===== config.mk =====
export PLATFORM = sky130hd
export DESIGN_NAME = pwm_gen_flat
export DESIGN_NICKNAME = d
export VERILOG_FILES = /design/src/rtl/pwm_gen_if.sv /design/src/rtl/pwm_gen.sv /design/src/flat_wrapper.sv
export SDC_FILE = /design/constraint.sdc
export NUM_CORES = 1
export LEC_CHECK = 0
export ABC_AREA = 1
export CELL_PAD_IN_SITES_DETAIL_PLACEMENT = 1
export CELL_PAD_IN_SITES_GLOBAL_PLACEMENT = 2
export CORE_UTILIZATION = 34
export DETAILED_ROUTE_END_ITERATION = 8
export PLACE_DENSITY = 0.77
export RECOVER_POWER = 50
export SETUP_SLACK_MARGIN = 0.5
export SLEW_MARGIN = 10
export SYNTH_ARGS = -nofsm -noshare
export SYNTH_HDL_FRONTEND = slang
export SYNTH_SLANG_ARGS = --single-unit

===== constraint.sdc =====
create_clock -name clk -period 2.4 [get_ports clk]
set_input_delay 0.24 -clock clk [delete_from_list [all_inputs] [get_ports clk]]
set_output_delay 0.24 -clock clk [all_outputs]
set_load 0.005 [all_outputs]

===== src/rtl/pwm_gen_if.sv =====
// Configuration handshake for pwm_gen: the producer offers a period/duty pair,
// and pwm_gen accepts it when its shadow register is free.
interface pwm_gen_if #(
  parameter int WIDTH = 8
);
  logic             cfg_valid;
  logic             cfg_ready;
  logic [WIDTH-1:0] cfg_period;
  logic [WIDTH-1:0] cfg_duty;

  modport master (output cfg_valid, output cfg_period, output cfg_duty, input  cfg_ready);
  modport slave  (input  cfg_valid, input  cfg_period, input  cfg_duty, output cfg_ready);
endinterface


===== src/rtl/pwm_gen.sv =====
// Tick-driven PWM generator with a shadowed period/duty update applied at the counter wrap.
// Optional complementary output with dead time when PWM_COMPL_EN is defined.
module pwm_gen #(
  parameter int WIDTH       = 8,
  parameter int SYNC_STAGES = 2,
  parameter int DEADTIME    = 4
) (
  input  logic      clk,
  input  logic      rst,
  input  logic      tick_in,
  pwm_gen_if.slave  cfg,
  output logic      pwm_out,
  output logic      period_start
`ifdef PWM_COMPL_EN
  ,
  output logic      pwm_n
`endif
);

  if (SYNC_STAGES < 2 || DEADTIME < 0) begin : g_bad_param
    $error("pwm_gen: SYNC_STAGES must be >= 2 and DEADTIME >= 0");
  end

  logic [SYNC_STAGES-1:0] sync_q, sync_d;
  logic                   sync_prev_q, sync_prev_d;
  logic [WIDTH-1:0]       cnt_q, cnt_d;
  logic [WIDTH-1:0]       p_act_q, p_act_d;
  logic [WIDTH-1:0]       d_act_q, d_act_d;
  logic [WIDTH-1:0]       shadow_period_q, shadow_period_d;
  logic [WIDTH-1:0]       shadow_duty_q, shadow_duty_d;
  logic                   pending_q, pending_d;
  logic                   raw_pwm_q, raw_pwm_d;
  logic                   period_start_q, period_start_d;

  logic                   sync_out;
  logic                   tick;
  logic                   wrap;
  logic                   cfg_fire;
  logic [WIDTH-1:0]       duty_use;

  assign cfg.cfg_ready = ~pending_q;

  // NOTE: every signal written here gets a default first so no path leaves it
  // unassigned; otherwise synthesis infers a latch.
  always_comb begin
    sync_d          = {sync_q[SYNC_STAGES-2:0], tick_in};
    sync_out        = sync_q[SYNC_STAGES-1];
    sync_prev_d     = sync_out;
    tick            = sync_out & ~sync_prev_q;
    wrap            = tick & (cnt_q == p_act_q);
    cfg_fire        = cfg.cfg_valid & ~pending_q;

    cnt_d           = cnt_q;
    p_act_d         = p_act_q;
    d_act_d         = d_act_q;
    shadow_period_d = shadow_period_q;
    shadow_duty_d   = shadow_duty_q;
    pending_d       = pending_q;
    raw_pwm_d       = raw_pwm_q;
    period_start_d  = wrap;
    duty_use        = d_act_q;

    if (tick) begin
      cnt_d     = wrap ? '0 : WIDTH'(cnt_q + 1'b1);
      // A pending update takes effect on the wrap itself, so the first tick of the
      // new period is already compared against the new duty.
      duty_use  = (wrap && pending_q) ? shadow_duty_q : d_act_q;
      raw_pwm_d = (cnt_d < duty_use);
    end

    if (wrap && pending_q) begin
      p_act_d   = shadow_period_q;
      d_act_d   = shadow_duty_q;
      pending_d = 1'b0;
    end

    if (cfg_fire) begin
      shadow_period_d = cfg.cfg_period;
      shadow_duty_d   = cfg.cfg_duty;
      pending_d       = 1'b1;
    end
  end

  // NOTE: sequential state uses non-blocking assignments so every flop samples
  // the pre-edge values regardless of statement order.
  always_ff @(posedge clk or posedge rst) begin
    if (rst) begin
      sync_q          <= '0;
      sync_prev_q     <= 1'b0;
      cnt_q           <= '0;
      p_act_q         <= '1;
      d_act_q         <= '0;
      shadow_period_q <= '0;
      shadow_duty_q   <= '0;
      pending_q       <= 1'b0;
      raw_pwm_q       <= 1'b0;
      period_start_q  <= 1'b0;
    end else begin
      sync_q          <= sync_d;
      sync_prev_q     <= sync_prev_d;
      cnt_q           <= cnt_d;
      p_act_q         <= p_act_d;
      d_act_q         <= d_act_d;
      shadow_period_q <= shadow_period_d;
      shadow_duty_q   <= shadow_duty_d;
      pending_q       <= pending_d;
      raw_pwm_q       <= raw_pwm_d;
      period_start_q  <= period_start_d;
    end
  end

  assign period_start = period_start_q;

`ifdef PWM_COMPL_EN
  localparam int             DT_W   = (DEADTIME < 1) ? 1 : $clog2(DEADTIME + 1);
  localparam logic [DT_W-1:0] DT_MAX = DT_W'(DEADTIME);

  logic [DT_W-1:0] hi_cnt_q, hi_cnt_d;
  logic [DT_W-1:0] lo_cnt_q, lo_cnt_d;

  // Each counter measures how long its phase of the raw PWM has been active;
  // an output is released only once its phase has lasted DEADTIME cycles.
  always_comb begin
    hi_cnt_d = '0;
    lo_cnt_d = '0;
    if (raw_pwm_q) begin
      hi_cnt_d = (hi_cnt_q == DT_MAX) ? hi_cnt_q : DT_W'(hi_cnt_q + 1'b1);
    end else begin
      lo_cnt_d = (lo_cnt_q == DT_MAX) ? lo_cnt_q : DT_W'(lo_cnt_q + 1'b1);
    end
  end

  always_ff @(posedge clk or posedge rst) begin
    if (rst) begin
      hi_cnt_q <= '0;
      lo_cnt_q <= '0;
    end else begin
      hi_cnt_q <= hi_cnt_d;
      lo_cnt_q <= lo_cnt_d;
    end
  end

  assign pwm_out = raw_pwm_q & (hi_cnt_q == DT_MAX);
  assign pwm_n   = ~raw_pwm_q & (lo_cnt_q == DT_MAX);
`else
  assign pwm_out = raw_pwm_q;
`endif

endmodule


===== src/flat_wrapper.sv =====
// flat-port wrapper written by rule: the top's interface ports become plain ports
module pwm_gen_flat 
#(
  parameter int WIDTH       = 8,
  parameter int SYNC_STAGES = 2,
  parameter int DEADTIME    = 4
)
  (clk, rst, tick_in, pwm_out, period_start, cfg_cfg_valid, cfg_cfg_period, cfg_cfg_duty, cfg_cfg_ready);
  pwm_gen_if #(.WIDTH(WIDTH)) cfg_i ();
  input  logic clk;
  input  logic rst;
  input  logic tick_in;
  output logic pwm_out;
  output logic period_start;
  input wire logic [$bits(cfg_i.cfg_valid)-1:0] cfg_cfg_valid;
  input wire logic [$bits(cfg_i.cfg_period)-1:0] cfg_cfg_period;
  input wire logic [$bits(cfg_i.cfg_duty)-1:0] cfg_cfg_duty;
  output wire logic [$bits(cfg_i.cfg_ready)-1:0] cfg_cfg_ready;
  assign cfg_i.cfg_valid = cfg_cfg_valid;
  assign cfg_i.cfg_period = cfg_cfg_period;
  assign cfg_i.cfg_duty = cfg_cfg_duty;
  assign cfg_cfg_ready = cfg_i.cfg_ready;
  pwm_gen #(.WIDTH(WIDTH), .SYNC_STAGES(SYNC_STAGES), .DEADTIME(DEADTIME)) u_core (.clk(clk), .rst(rst), .tick_in(tick_in), .cfg(cfg_i), .pwm_out(pwm_out), .period_start(period_start));
endmodule

Run 1, clock nets:
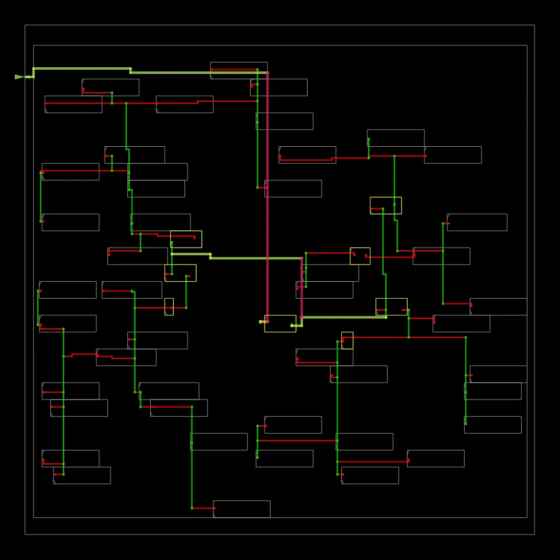
Latency at later pin: 0.30 ns
clk pwr: 0.475 mW
# clk buffers: 6
worst-case clock skew: 0.00734 ns
flop count: 46

Run 1, layout detail:
Window x 11 to 31, y 11 to 31 um. Cells in grey, sequential cells in the stronger grey; small squares are vias.
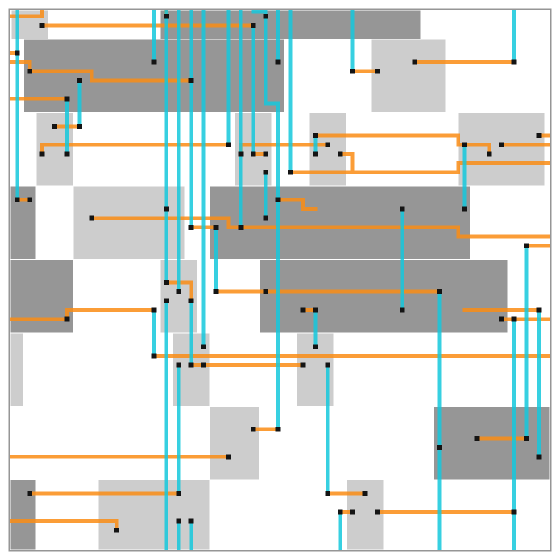
[cyan] metal 2
[orange] metal 1
netlist names of flops here include: u_core.p_act_q (2), u_core.pending_q (1)
cells with their middle in the window: 15
most frequent: nand2_1 (5), nor2_1 (2), dfstp_2 (2)
sequential cells in the window: 3

==> flow_summary.yaml, run 1 <==
# generated from flow reports
synthesis:
  edf_count: 0
  ys_cells: 244
  synth_cells: 244
  yosysMostFrequentCell: "nand2_1"
  synthAoiAreaFrac_pct: 5.21
  xor_area_share_pct: 1.60
clock_network:
  cts.sinks: 46
  root_buffer: "clkbuf_8"
  clock_path_buffers: 2
hold_path:
  whs_path_depth: 0
  min-delay-start: "u_core.sync_q[0]$_DFF_PP0_"
drt:
  drt-met1-wl_um: 2430
  wl_met3_um: 114
  drc: 0
setup_path:
  startpoint_type: "flip-flop"
  rr_startpoint: "u_core.p_act_q[5]$_DFFE_PP1N_"
  critical_path.top_delay_family: "simple AND/OR/NAND/NOR gates"
  path_buffers: 4
power:
  comb_power_share_pct: 43.0
  switching_share_pct: 37.1
  vdd_drop_max_uv: 431
  power_mw: 3.07
  pwr-share-clk_pct: 15.5
placed_design:
  dp_slack_ns: -0.0483
  gp_congestion: 0.795
final_layout:
  diodes: 0
  drive_above_1_share_pct: 31.9
run_status:
  outcome: "complete, no violations"
final_timing:
  drv_slew: 0
Run 1, routed metal, one colour a layer:
Bar = 20 um.
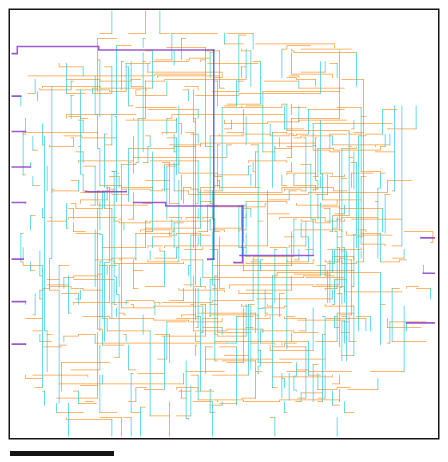
[blue] metal 4 | wire length: 49.6 um
[orange] metal 1 | wire length: 2430 um
[cyan] metal 2 | wire length: 2460 um
[purple] metal 3 | wire length: 115 um
WL final: 5060 um
gr usage total: 17.9%
vias post-DR: 1702
routed len/inst: 13.9 um

run 1: state kept, by name (all words and copies together), names as in the netlist:
signal	cells
u_core.cnt_q	8
u_core.d_act_q	8
u_core.p_act_q	8
u_core.pending_q	1
u_core.period_start	1
u_core.pwm_out	1
u_core.shadow_duty_q	8
u_core.shadow_period_q	8
u_core.sync_prev_q	1
u_core.sync_q	2
run 1: layout make-up:
cell class / count / area [um^2] / area share [%]
Multi-Input combinational cell: 160 / 1000 / 35.3
Clock inverter: 2 / 13.8 / 0.484
Timing Repair Buffer: 40 / 369 / 13.0
Clock buffer: 6 / 72.6 / 2.55
Inverter: 34 / 130 / 4.57
Sequential cell: 46 / 1160 / 40.9
Tap cell: 75 / 93.8 / 3.30
==> run 2: changes to the inputs <==
CORE_MARGIN = 2   (was unset)
Run 2, clock nets:
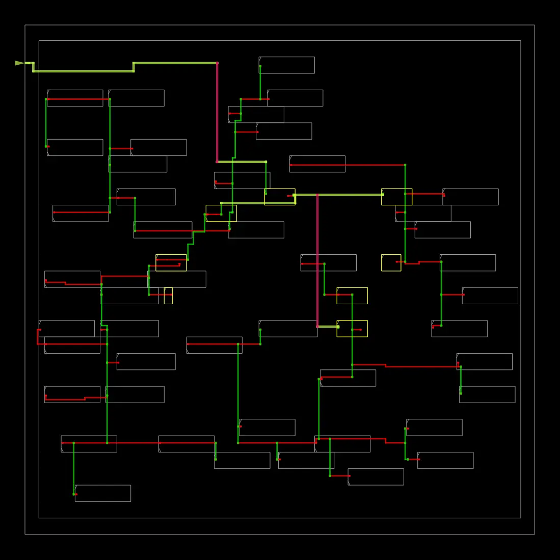
clk pwr: 0.506 mW
# clk buffers: 7
TritonCTS Buffers: 5
Clock Sinks: 46

==> flow_summary.yaml, run 2 <==
# generated from flow reports
drt:
  wl_met3_um: 114
  drt-met1-wl_um: 2400
  wl_per_cell_um: 13.8
  drc: 0
synthesis:
  synth-main-ff-cell: "dfrtp_1"
  edf_count: 0
  ys_cells: 244
  synth_cells: 244
  yosysMostFrequentCell: "nand2_1"
power:
  comb_power_share_pct: 42.8
  vdd_drop_max_uv: 472
  switching_share_pct: 37.1
  pwr-share-clk_pct: 16.0
  power_mw: 3.16
global_routing:
  grt_usage_pct: 15.1
final_layout:
  largest_cell_class: "registers"
  clkCellAreaFrac_pct: 3.21
  inv_count: 34
  lay_top_count: "nand2_1"
  logic_area_mm2: 0.00106
  logic_gate_count: 160
  drive_above_1_share_pct: 36.6
  seq_share_pct: 39.2
  comb_share_pct: 35.8
  n_fill_cell: 735
  layout.nonclk_buf_share_pct: 14.1
  syn_to_final_growth_pct: 35.7
  diodes: 0
  num-nonclk-buffers: 42
  regArea_mm2: 0.00116
final_timing:
  fmax_mhz: 432
  drv_slew: 0
placed_design:
  gp_congestion: 0.810
  dp_slack_ns: 0.00107
  place.port_buffers: 22
run_status:
  outcome: "complete, no violations"
setup_path:
  startpoint_type: "flip-flop"
  rr_startpoint: "u_core.p_act_q[1]$_DFFE_PP1N_"
  path_buffers: 2
  critical_path.top_delay_family: "simple AND/OR/NAND/NOR gates"
clock_network:
  root_buffer: "clkbuf_8"
  clock.latency.late_pin_ns: 0.30
die:
  pin_count: 23
hold_path:
  min-delay-start: "u_core.sync_q[0]$_DFF_PP0_"
-- run 2: cell counts after synthesis --
Identical to the previous run, type by type.
-- run 2: power by group through the flow --
stage	sequential (mW)	combinational, mW	clock (mW)
floorplan	1.23	0.748	0
global placement	1.27	0.982	0
detailed placement	1.28	1.01	0
CTS	1.27	1.18	0.531
global route	1.34	1.53	0.574
finish	1.30	1.35	0.506
-- run 2: cells by family (layout without fill, tap and decap cells) --
family | count (synthesis) | after routing | share of synthesized area (%)
adder cells (fa/ha/maj) | 8 | 8 | 4.58
AND/OR/NAND/NOR | 113 | 114 | 22.4
buffers and inverters | 39 | 84 | 6.87
XOR/XNOR | 4 | 4 | 1.60
multiplexers | 12 | 12 | 6.19
flip-flops | 46 | 46 | 53.1
AND-OR/OR-AND | 22 | 22 | 5.21
Power figures rest on the tool's default switching activity, not on a simulated workload.
